File: config.mk
export PLATFORM = sky130hd
export DESIGN_NAME = apb_gpio_bank
export DESIGN_NICKNAME = d
export VERILOG_FILES = /design/src/rtl/gpio_pkg.sv /design/src/rtl/gpio_sync_edge.sv /design/src/rtl/apb_gpio_bank.sv
export SDC_FILE = /design/constraint.sdc
export NUM_CORES = 1
export LEC_CHECK = 0
export ABC_AREA = 1
export CAP_MARGIN = 30
export CORE_AREA = 2 2 131 95
export CTS_CLUSTER_DIAMETER = 100
export DETAILED_ROUTE_END_ITERATION = 6
export DIE_AREA = 0 0 133 97
export GPL_TIMING_DRIVEN = 0
export HOLD_SLACK_MARGIN = 0.06
export SYNTH_ARGS = -nofsm -noshare
export SYNTH_HDL_FRONTEND = slang
export SYNTH_HIERARCHICAL = 1
export SYNTH_SLANG_ARGS = --single-unit
File: constraint.sdc
create_clock -name b_pclk -period 5.06 [get_ports b_pclk]
set_clock_uncertainty 0.15 [all_clocks]
set_input_delay 1.012 -clock b_pclk [delete_from_list [all_inputs] [get_ports b_pclk]]
set_output_delay 1.012 -clock b_pclk [all_outputs]
set_load 0.01 [all_outputs]
File: src/rtl/gpio_pkg.sv
// Shared register map and APB FSM encoding for the GPIO bank.
// Addresses above IRQ_STAT are reserved and answer with pslverr.
package gpio_pkg;

  localparam int ADDR_DIR      = 0;
  localparam int ADDR_OUT      = 1;
  localparam int ADDR_IN       = 2;
  localparam int ADDR_IRQ_EN   = 3;
  localparam int ADDR_IRQ_TYPE = 4;
  localparam int ADDR_IRQ_STAT = 5;

  typedef enum logic {
    IDLE   = 1'b0,
    ACCESS = 1'b1
  } apb_state_t;

endpackage

File: src/rtl/gpio_sync_edge.sv
// Two-flop pin synchronizer plus one-cycle-delayed copy for edge detection.
// Edges are masked until the delayed copy holds a real sample, so pins high at reset never flag.
module gpio_sync_edge #(
  parameter int WIDTH = 8
) (
  input  logic             sclk,
  input  logic             resetn,
  input  logic [WIDTH-1:0] pin_in,
  output logic [WIDTH-1:0] pin_sync,
  output logic [WIDTH-1:0] rise,
  output logic [WIDTH-1:0] fall
);

  logic [WIDTH-1:0] meta;
  logic [WIDTH-1:0] sync;
  logic [WIDTH-1:0] prev;
  logic [2:0]       arm;

  always_ff @(posedge sclk or negedge resetn) begin
    if (!resetn) begin
      meta <= '0;
      sync <= '0;
      prev <= '0;
      arm  <= '0;
    end else begin
      meta <= pin_in;
      sync <= meta;
      prev <= sync;
      arm  <= {arm[1:0], 1'b1};
    end
  end

  assign pin_sync = sync;
  assign rise     = arm[2] ? (sync & ~prev) : '0;
  assign fall     = arm[2] ? (~sync & prev) : '0;

endmodule

File: src/rtl/apb_gpio_bank.sv
// APB GPIO bank: DIR/OUT/IN/IRQ registers, completion WAIT_STATES+1 cycles after setup.
// Master holds the access phase until pready; dropping psel early aborts with no register change.
module apb_gpio_bank
  import gpio_pkg::*;
#(
  parameter int DATA_WIDTH  = 8,
  parameter int ADDR_WIDTH  = 3,
  parameter int WAIT_STATES = 1
) (
  input  logic                  b_pclk,
  input  logic                  b_presetn,
  input  logic                  b_psel,
  input  logic                  b_penable,
  input  logic                  b_pwrite,
  input  logic [ADDR_WIDTH-1:0] b_paddr,
  input  logic [DATA_WIDTH-1:0] b_pwdata,
  output logic [DATA_WIDTH-1:0] b_prdata,
  output logic                  b_pready,
  output logic                  b_pslverr,
  input  logic [DATA_WIDTH-1:0] gpio_in,
  output logic [DATA_WIDTH-1:0] gpio_out,
  output logic [DATA_WIDTH-1:0] gpio_oe,
  output logic                  irq
);

  localparam logic [2:0] WAIT_CNT = 3'(WAIT_STATES);

  apb_state_t            state, state_nxt;
  logic [2:0]            wait_cnt;
  logic                  setup;
  logic                  addr_rsvd;
  logic                  wr_fire;
  logic [DATA_WIDTH-1:0] rd_val;
  logic [DATA_WIDTH-1:0] dir_q, out_q, en_q, type_q, stat_q;
  logic [DATA_WIDTH-1:0] pin_sync, rise, fall;
  logic [DATA_WIDTH-1:0] edge_set, stat_clr;
  logic                  irq_q;

  assign setup = b_psel & ~b_penable;

  always_ff @(posedge b_pclk or negedge b_presetn) begin
    if (!b_presetn) begin
      state    <= IDLE;
      wait_cnt <= '0;
    end else begin
      state <= state_nxt;
      if (setup)
        wait_cnt <= '0;
      else if (state == ACCESS && !b_pready)
        wait_cnt <= wait_cnt + 3'd1;
    end
  end

  always_comb begin
    state_nxt = state;
    case (state)
      IDLE:    if (setup) state_nxt = ACCESS;
      ACCESS:  if (!b_psel || b_pready) state_nxt = IDLE;
      default: state_nxt = IDLE;
    endcase
  end

  assign b_pready = (state == ACCESS) & b_psel & b_penable & (wait_cnt == WAIT_CNT);

  always_comb begin
    rd_val    = '0;
    addr_rsvd = 1'b0;
    case (b_paddr)
      ADDR_WIDTH'(ADDR_DIR):      rd_val = dir_q;
      ADDR_WIDTH'(ADDR_OUT):      rd_val = out_q;
      ADDR_WIDTH'(ADDR_IN):       rd_val = pin_sync;
      ADDR_WIDTH'(ADDR_IRQ_EN):   rd_val = en_q;
      ADDR_WIDTH'(ADDR_IRQ_TYPE): rd_val = type_q;
      ADDR_WIDTH'(ADDR_IRQ_STAT): rd_val = stat_q;
      default:                    addr_rsvd = 1'b1;
    endcase
  end

  assign wr_fire   = b_psel & b_penable & b_pwrite & b_pready & ~addr_rsvd;
  assign b_prdata  = (b_pready & ~b_pwrite) ? rd_val : '0;
  assign b_pslverr = b_pready & addr_rsvd;

  gpio_sync_edge #(
    .WIDTH (DATA_WIDTH)
  ) u_sync_edge (
    .sclk     (b_pclk),
    .resetn   (b_presetn),
    .pin_in   (gpio_in),
    .pin_sync (pin_sync),
    .rise     (rise),
    .fall     (fall)
  );

  // IRQ_TYPE bit 0 selects rising, 1 selects falling; an edge beats a same-cycle W1C.
  assign edge_set = (rise & ~type_q) | (fall & type_q);
  assign stat_clr = (wr_fire && b_paddr == ADDR_WIDTH'(ADDR_IRQ_STAT)) ? b_pwdata : '0;

  always_ff @(posedge b_pclk or negedge b_presetn) begin
    if (!b_presetn) begin
      dir_q  <= '0;
      out_q  <= '0;
      en_q   <= '0;
      type_q <= '0;
      stat_q <= '0;
      irq_q  <= 1'b0;
    end else begin
      if (wr_fire && b_paddr == ADDR_WIDTH'(ADDR_DIR))      dir_q  <= b_pwdata;
      if (wr_fire && b_paddr == ADDR_WIDTH'(ADDR_OUT))      out_q  <= b_pwdata;
      if (wr_fire && b_paddr == ADDR_WIDTH'(ADDR_IRQ_EN))   en_q   <= b_pwdata;
      if (wr_fire && b_paddr == ADDR_WIDTH'(ADDR_IRQ_TYPE)) type_q <= b_pwdata;
      stat_q <= (stat_q & ~stat_clr) | edge_set;
      irq_q  <= |(stat_q & en_q);
    end
  end

  assign gpio_out = out_q;
  assign gpio_oe  = dir_q;
  assign irq      = irq_q;

endmodule

==> results.ini <==
[synth]
synth.largest_area_cell = dfrtp_1
synthDistinctLibCells = 30
top_cell_area_share_pct = 52.6
synth_nets = 415
synth_seq_share_pct = 52.6
synthArstFlopShare_pct = 100
ys_cells = 389
synth_area_per_cell_um2 = 8.80
syn_inst = 389
synth_top_cell_by_count = nand2_1

[power]
pwr-share-seq_pct = 44.5
peakVddDrop_mv = 0.164
p_leak_nw = 1.99
sw_frac_of_total_pct = 25.1
p_total_mw = 1.44
intPower_mw = 1.08

[sta]
worst_hold_slack_ns = 0.196
layout_min_cycle_time_ns = 4.20
drv_slew = 0
relSlewSlack_pct = 50.1
setup_ws_ns = 0.860
rsz0062_at_grt = no
hold_viol = 0
max_slew.worst_pin.slew_ns = 0.746
finalCritPeriodShare_pct = 83.0

[global_routing]
met1_usage_pct = 22.3
grt_pass1_wl_mm = 15.2
grt_busiest_layer = met1
met3_usage_pct = 5.71
grt.overflow.total = 0
first_global_vias = 2885
antenna_found_initial = 0
grtUsageTotal_pct = 15.5

[clock_tree]
post_cts_resized = 0
ctsHoldBuffers = 0
clkSlewWorstSetupHoldPaths_ns = 0.06
clock_path_buffers = 2
cts-root-buf = clkbuf_16
cts_tree = yes

[min_path]
min_from = u_sync_edge/meta[5]$_DFF_PN0_
worstHoldPathCells = 0
hold_class = flip-flop to flip-flop

[worst_setup_path]
crit_start = b_paddr[1]
cp.arrival_ns = 3.04
path_cells = clkdlybuf4s50_1 > buf_4 > nor2_1 > buf_2 > nand3_1 > nand2_1 > inv_1 > a21oi_2 > clkdlybuf4s50_1
r2r_end = type_q[5]$_DFFE_PN0P_
slowest_delay_ns = 0.57
crit_top_cell = clkdlybuf4s50_1
cp_slowest_cell = clkdlybuf4s50_1
reg2reg_depth = 8

[layout]
stdcell_area_um2 = 4440
final_cell_mix = nand2_1, dfrtp_1, clkdlybuf4s50_1
final_common_cell = nand2_1

[placed_design]
routabilityCongestion = 0.887
dp_hpwl_mm = 6.85

[run]
warnings = 27
cap_violations = 0

[floorplanning]
ios = 51
fp_util_pct = 29.7

[routing]
wl_met1_mm = 4.48
met2WireLength_mm = 4.07
wl_mm = 9.40
firstDrtPassIters = 4
wl_met3_um = 770
top_layer = met4
drc = 0
ant_nets = 0

[status]
status = complete, no violations

-- critical path, delay by kind of cell --
family,cells,cell delay [ns]
AND/OR/NAND/NOR,3,0.30
buffers and inverters,5,1.56
AND-OR/OR-AND,1,0.17
-- registers in the layout (all words and copies together) (netlist names), 8 cells and up --
register and count:
en_q 8, gpio_oe 8, gpio_out 8, stat_q 8
type_q 8, u_sync_edge/meta 8, u_sync_edge/pin_sync 8, u_sync_edge/prev 8
-- power by group through the flow --
| stage | clock [mW] | sequential (mW) | combinational (mW) |
|---|---|---|---|
| after floorplan | 0 | 0.647 | 0.0831 |
| after global placement | 0 | 0.648 | 0.161 |
| after detailed placement | 0 | 0.649 | 0.167 |
| after CTS | 0.649 | 0.639 | 0.168 |
| after global routing | 0.680 | 0.644 | 0.183 |
| final | 0.632 | 0.639 | 0.167 |
-- cell families (layout without fill, tap and decap cells) --
logic type / Yosys count / in the layout / synth area share, %
AND/OR/NAND/NOR: 218 / 218 / 29.3
flip-flops: 72 / 72 / 52.6
buffers and inverters: 45 / 112 / 6.83
AND-OR/OR-AND: 42 / 42 / 7.75
multiplexers: 8 / 8 / 2.34
adder cells (fa/ha/maj): 2 / 2 / 0.731
other: 1 / 1 / 0.110
XOR/XNOR: 1 / 1 / 0.256
-- stage by stage --
stage | std cells | utilization [%]
final | 613 | 38.6
after CTS | 613 | 38.6
after global placement | 596 | 35.8
after floorplan | 389 | -
after detailed placement | 597 | 36.0
after global routing | 613 | 38.6
-- area by class of cell --
class	instances	area (µm²)	share of cell area, %
clock inverters	5	56.3	1.27
multi-input cells	272	1390	31.2
inverters	26	100	2.25
flip-flops and latches	72	1800	40.5
clock buffers	11	243	5.46
well taps	157	196	4.42
repair buffers	51	526	11.8
plain buffers	19	134	3.01
Placement by cell class:
Fill, decap, tap and diode cells in grey.
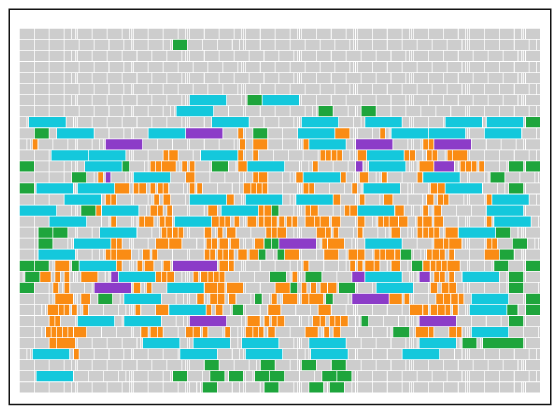
Key: orange = combinational and other logic [cells 298]; cyan = sequential cells [cells 72]; green = remaining buffers and delay cells [cells 70]; purple = clock drivers and dummy loads [cells 16]

Pin placement:
Pins as bars across the die edge, other pins in grey.
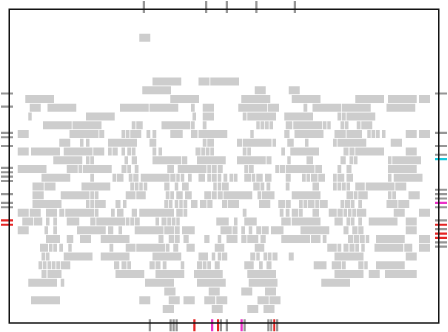
Key: magenta = `b_paddr` [pins 3, direction input, edge 2 bottom, 1 right]; cyan = `irq` [pins 1, direction output, edge right]; red = `gpio_out` [pins 8, direction output, edge 3 bottom, 3 right, 2 left]
All pins by edge: 17 right, 15 bottom, 14 left, 5 top.

Clock wires, drivers and flops:
Bar = 50 µm.
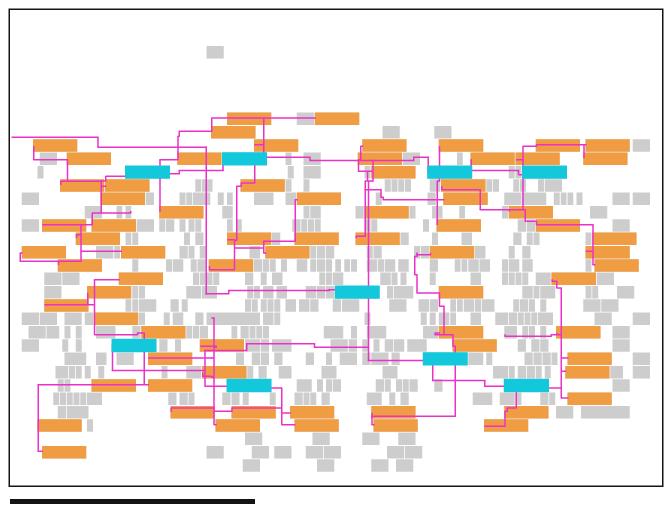
Key: magenta = clock wires [length 1000 µm]; cyan = clock drivers [count 9]; orange = flip-flops [count 72]
There are 10 routed clock nets.
clock share of power: 44.0%
worst-skew pair later-pin latency: 0.34 ns
clock network power: 0.632 mW

Placement view:
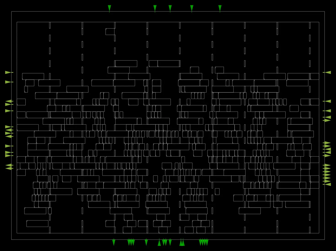
CORE AREA: 11500 µm²
sequential share of cell area: 40.5%
flop count: 72
# fillers: 1141
non-filler instance count after layout: 613

Power and IR drop assume default switching activity.
